File: src/rtl/instr_fetch.sv
// Purpose : instruction fetch unit. Walks the PC over a byte-wide memory with a
//           one-cycle registered read, assembles opcode plus optional immediate
//           into one record, and offers it to the control unit.
// Latency : OP_RD entry to instr_valid is 2 cycles for one-byte instructions and
//           4 cycles for two-byte instructions. Each mem_we cycle in a read state adds one.
// Backpressure: a record stays stable in PRESENT until instr_ready is seen.
//           jump_en overrides everything except IDLE/HALT.
//
// Ports:
//   clk, rst                 clock, asynchronous active-high reset
//   start                    begin fetching at address 0 (IDLE/HALT only)
//   mem_we                   memory busy writing; no read happens this cycle
//   r_addr / r_instr         memory read address / data (data one cycle later)
//   instr_valid/instr_ready  record handshake to the control unit
//   opcode, operand, has_operand, instr_pc   record contents
//   jump_en, jump_addr       fetch redirect
//   halted                   ENDOP accepted
module instr_fetch #(
    parameter int DATA_WIDTH = 8,
    parameter int ADDR_WIDTH = 8
) (
    input  logic                  clk,
    input  logic                  rst,
    input  logic                  start,
    input  logic                  mem_we,
    output logic [ADDR_WIDTH-1:0] r_addr,
    input  logic [DATA_WIDTH-1:0] r_instr,
    output logic                  instr_valid,
    input  logic                  instr_ready,
    output logic [DATA_WIDTH-1:0] opcode,
    output logic [DATA_WIDTH-1:0] operand,
    output logic                  has_operand,
    output logic [ADDR_WIDTH-1:0] instr_pc,
    input  logic                  jump_en,
    input  logic [ADDR_WIDTH-1:0] jump_addr,
    output logic                  halted
);

    localparam logic [2:0] S_IDLE    = 3'd0;
    localparam logic [2:0] S_OP_RD   = 3'd1;
    localparam logic [2:0] S_OP_CAP  = 3'd2;
    localparam logic [2:0] S_ARG_RD  = 3'd3;
    localparam logic [2:0] S_ARG_CAP = 3'd4;
    localparam logic [2:0] S_PRESENT = 3'd5;
    localparam logic [2:0] S_HALT    = 3'd6;

    localparam logic [DATA_WIDTH-1:0] OP_LDACI = DATA_WIDTH'(0);
    localparam logic [DATA_WIDTH-1:0] OP_STACI = DATA_WIDTH'(13);
    localparam logic [DATA_WIDTH-1:0] OP_JPNZ  = DATA_WIDTH'(27);
    localparam logic [DATA_WIDTH-1:0] OP_ENDOP = DATA_WIDTH'(28);

    logic [2:0]            state;
    logic [ADDR_WIDTH-1:0] pc;
    logic                  two_byte;

    // Decoded straight off the memory data while in OP_CAP.
    assign two_byte = (r_instr == OP_LDACI) || (r_instr == OP_STACI) ||
                      (r_instr == OP_JPNZ);

    // The operand byte lives at pc+1; the address wraps naturally.
    assign r_addr = ((state == S_ARG_RD) || (state == S_ARG_CAP)) ?
                    pc + ADDR_WIDTH'(1) : pc;

    assign instr_valid = (state == S_PRESENT);
    assign halted      = (state == S_HALT);

    always_ff @(posedge clk or posedge rst) begin
        if (rst) begin
            state       <= S_IDLE;
            pc          <= '0;
            opcode      <= '0;
            operand     <= '0;
            has_operand <= 1'b0;
            instr_pc    <= '0;
        end else begin
            case (state)
                S_IDLE, S_HALT: begin
                    if (start) begin
                        pc    <= '0;
                        state <= S_OP_RD;
                    end
                end
                default: begin
                    // A redirect discards whatever is partially fetched or on offer,
                    // and it wins over a handshake in the same cycle.
                    if (jump_en) begin
                        pc    <= jump_addr;
                        state <= S_OP_RD;
                    end else begin
                        case (state)
                            S_OP_RD: begin
                                if (!mem_we) state <= S_OP_CAP;
                            end
                            S_OP_CAP: begin
                                opcode   <= r_instr;
                                instr_pc <= pc;
                                if (two_byte) begin
                                    state <= S_ARG_RD;
                                end else begin
                                    operand     <= '0;
                                    has_operand <= 1'b0;
                                    state       <= S_PRESENT;
                                end
                            end
                            S_ARG_RD: begin
                                if (!mem_we) state <= S_ARG_CAP;
                            end
                            S_ARG_CAP: begin
                                operand     <= r_instr;
                                has_operand <= 1'b1;
                                state       <= S_PRESENT;
                            end
                            S_PRESENT: begin
                                if (instr_ready) begin
                                    if (opcode == OP_ENDOP) begin
                                        state <= S_HALT;
                                    end else begin
                                        pc    <= pc + (has_operand ? ADDR_WIDTH'(2) : ADDR_WIDTH'(1));
                                        state <= S_OP_RD;
                                    end
                                end
                            end
                            default: state <= S_IDLE;
                        endcase
                    end
                end
            endcase
        end
    end

endmodule

File: config.mk
export PLATFORM = sky130hd
export DESIGN_NAME = instr_fetch
export DESIGN_NICKNAME = d
export VERILOG_FILES = /design/src/rtl/instr_fetch.sv
export SDC_FILE = /design/constraint.sdc
export NUM_CORES = 1
export LEC_CHECK = 0
export CORE_ASPECT_RATIO = 1.4
export CORE_MARGIN = 8
export CORE_UTILIZATION = 48
export CTS_CLUSTER_DIAMETER = 100
export DETAILED_ROUTE_END_ITERATION = 8
export PLACE_DENSITY = 0.76
export SYNTH_ARGS = -nofsm -noshare
export SYNTH_HDL_FRONTEND = slang
export SYNTH_SLANG_ARGS = --single-unit
File: constraint.sdc
create_clock -name clk -period 2.55 [get_ports clk]
set_input_delay 0.255 -clock clk [delete_from_list [all_inputs] [get_ports clk]]
set_output_delay 0.255 -clock clk [all_outputs]
set_load 0.01 [all_outputs]
layer_met2.png
Cells faint in the background.
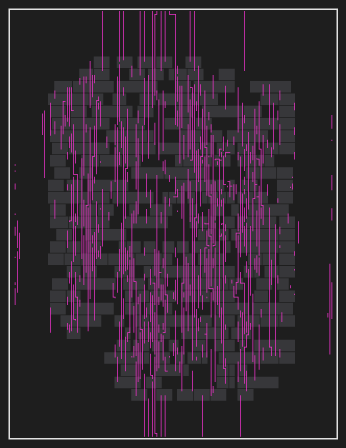
The wires run mostly vertical. The layer holds 52% of the routed length.
met2 usage: 0.2923
via count: 1732

flops_by_reg.png
Other sequential cells in the stronger gray, the rest of the logic in the fainter gray.
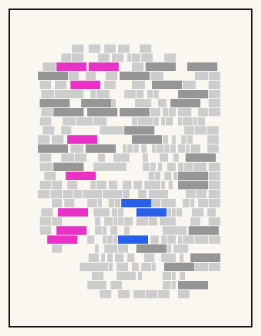
Key: magenta = operand [flops 8]; blue = state [flops 3]
Another 25 sequential cells are not colored.

placement.png
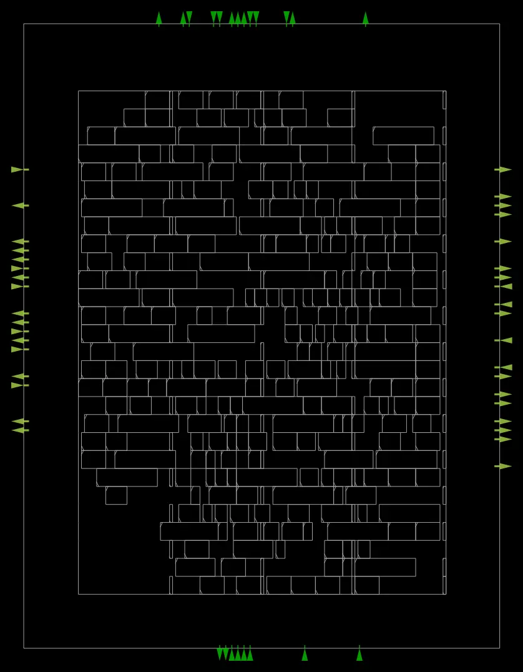
Post-Layout Cell Count: 318
sequential share of cell area: 0.3165
FP Rows: 28
Finished Core Util: 0.6715
tap cells: 60

==> impl_metrics.json <==
{
  "cts_resized": 0,
  "drtPass1Iterations": 4,
  "hp-class": "primary input to asynchronous set/reset pin",
  "path_clk_slew_ns": 0.08,
  "power_frac_comb": 0.523,
  "hold_viol_final": 0,
  "max_cap_viol_count": 0,
  "synth_area_um2": 2112,
  "clock_sinks": 36,
  "numCtsBuffers": 5,
  "finalPower_mw": 3.149,
  "fillerInstances": 342,
  "async_flop_share": 1.000,
  "grt-busiest-layer": "met2",
  "vdd_drop_max_v": 0.0006339,
  "reg2reg_depth": 9,
  "die_area_um2": 6809,
  "grt_overflow": 0,
  "arrival_ns": 2.21,
  "syn_inst": 194,
  "seq_power_share": 0.348,
  "maxSlewViolCount": 0,
  "post-route-min-period_ns": 2.467,
  "core_um2": 4239,
  "power.share.clock": 0.129,
  "gp_congestion": 0.8380,
  "critical_path_required_ns": 2.30,
  "crit_fanout": 4,
  "die_w_um": 72.06,
  "htreeDepth": 2,
  "clock_latency_ns": 0.29,
  "wl_mm": 5.207,
  "synth_cell_type_count": 56,
  "dp_slack_ns": 0.3440,
  "final_layout_size_suffix_gt1_frac": 0.1899,
  "yosys_area_um2": 2112,
  "final-comb-area_um2": 1110,
  "internal_power_mw": 1.926,
  "fmax_mhz": 405.3,
  "vias_per_cell": 5.447,
  "grt_use_total": 0.1629,
  "crit_type": "register to primary output",
  "top_cell_area_share": 0.4265,
  "end_kind": "primary output",
  "antenna_found_initial": 0,
  "dp_hpwl_mm": 3.938,
  "cts_tree": "done",
  "leakage_nw": 1.173,
  "antenna_left": 0,
  "setup_ws_ns": 0.08274,
  "grt_max_degree": 37,
  "groute.layer.met3.usage": 0.04242,
  "use_met1": 0.1830,
  "syn-num-nets": 220,
  "syn_to_final_growth_pct": 34.77,
  "drt-initial-drc-count": 179,
  "synth-edff-count": 0,
  "max_slew_margin": 0.6576,
  "critPathLaunchType": "register",
  "regArea_um2": 900.9,
  "area_leaders": "dfrtp_1 43%, mux2_2 8.5%, a22o_1 3.3%",
  "switching_power_mw": 1.223,
  "die_h_um": 94.49,
  "ys_cells": 194,
  "grt_pass1_wl_mm": 8.825,
  "initCoreUtil": 0.4982,
  "status": "finished clean",
  "wire_per_inst_um": 16.37,
  "power.density_nw_per_um2": 1106,
  "final_nets": 283,
  "cts.path.max_buffers": 2,
  "numSynthFlops": 36,
  "clock-skew-final_ns": 0.005795,
  "swShare": 0.3883,
  "period_used_share": 0.9676,
  "warnings": 26,
  "top_area_cell": "dfrtp_1",
  "cts_root_buf": "clkbuf_8",
  "place_area_um2": 2744,
  "design_area_um2": 2846,
  "drcViolationCount": 0,
  "flop_cell": "dfrtp_1",
  "diodes": 0,
  "portBuffers": 56,
  "syn_area_per_cell_um2": 10.89,
  "grt_pass1_vias": 1808,
  "ys_seq_frac": 0.4265,
  "worstMarginPinSlew_ns": 0.5120,
  "finalSetupViolCount": 0,
  "yosysWarnings": 0,
  "io-pin-count": 57
}
[state kept, by name, indices dropped and copies added, names as in the netlist]
signal / cells
state: 3
operand: 8
pc: 8
has_operand: 1
instr_pc: 8
opcode: 8
[power by group through the flow]
| stage | combinational [mW] | sequential (mW) | clock [mW] |
|---|---|---|---|
| 2_1_floorplan | 0.939 | 1.08 | 0 |
| 3_3_place_gp | 1.63 | 1.10 | 0 |
| 3_5_place_dp | 1.65 | 1.10 | 0 |
| 4_1_cts | 1.66 | 1.10 | 0.418 |
| 5_1_grt | 1.80 | 1.14 | 0.446 |
| 6_report | 1.65 | 1.10 | 0.406 |
[Yosys cell counts, types with 4 or more instances]
cell type,number
xnor2_1,6
a21oi_1,12
o21ai_0,7
xor2_1,4
nand3_1,4
nand2_1,9
inv_1,10
o31ai_1,4
nand4_1,4
nor3_1,4
nor2_1,12
a22o_1,8
dfrtp_1,36
mux2_2,16
o21ai_1,4
[stage by stage]
| stage | hold WS [ns] | std cells | setup TNS, ns |
|---|---|---|---|
| finish | 0.3742 | 318 | 0 |
| global route | 0.4119 | 318 | -0.02525 |
| CTS | 0.3800 | 316 | 0 |
| detailed placement | 0.4855 | 308 | 0 |
| global placement | 0.4833 | 308 | 0 |
| floorplan | 0.3950 | 194 | 0 |
[worst paths after layout]
path                                  start  slack (ns)          to
worst max-delay path               state[1]        0.08   r_addr[5]
worst min-delay path                    rst        0.37  operand[5]
worst max register to register  has_operand        0.59       pc[6]
worst min register to register   operand[5]        0.50  operand[5]
max in group asynchronous               rst        1.86  operand[0]
min in group clk                 operand[5]        0.50  operand[5]
[cells by family after synthesis]
kind of cell,after synthesis,synth area share
AND-OR/OR-AND,52,0.1949
AND/OR/NAND/NOR,54,0.1641
flip-flops,36,0.4265
adder cells (fa/ha/maj),4,0.02725
multiplexers,17,0.09005
XOR/XNOR,11,0.04917
buffers and inverters,20,0.04798
[what timing repair did]
item                                    4_1_cts  5_1_grt
hold buffers                                  0        0
buffers inserted                              0        2
endpoints found under the setup margin        0        2
[per-layer routing]
metal | wire, um | part of all wire | up-vias
met5 | 0 | 0 | -
met4 | 68 | 0.013 | 0
met3 | 306 | 0.059 | 7
met2 | 2724 | 0.52 | 55
met1 | 2108 | 0.40 | 833
li1 | - | - | 837
[placed cells by master (no fill, tap or decap), types with 3 or more instances in the layout]
master,n
a21oi_1,12
nand2_1,9
nor2_1,12
nand4_1,4
o21ai_1,4
xnor2_1,6
o31ai_1,4
clkbuf_8,5
buf_4,10
xor2_1,4
nand3_1,4
or2_1,3
clkdlybuf4s50_1,56
o21ai_0,7
inv_1,10
ha_1,3
nor3_1,4
dfrtp_1,36
a22o_1,8
mux2_2,16
[final cells by class]
type	instances	area share
tap	60	0.02637
clock inverter	3	0.006593
timing repair buffer	66	0.2233
clock buffer	5	0.02418
inverter	10	0.01319
sequential	36	0.3165
multi-input combinational	138	0.3899
[worst max-delay path, cell delays in order (launching register included)]
cell	delay (ns)
dfrtp_1	0.41
nand2b_4	0.17
o21ai_4	0.18
nand4_1	0.19
or2_1	0.29
xnor2_1	0.13
clkdlybuf4s50_1	0.55
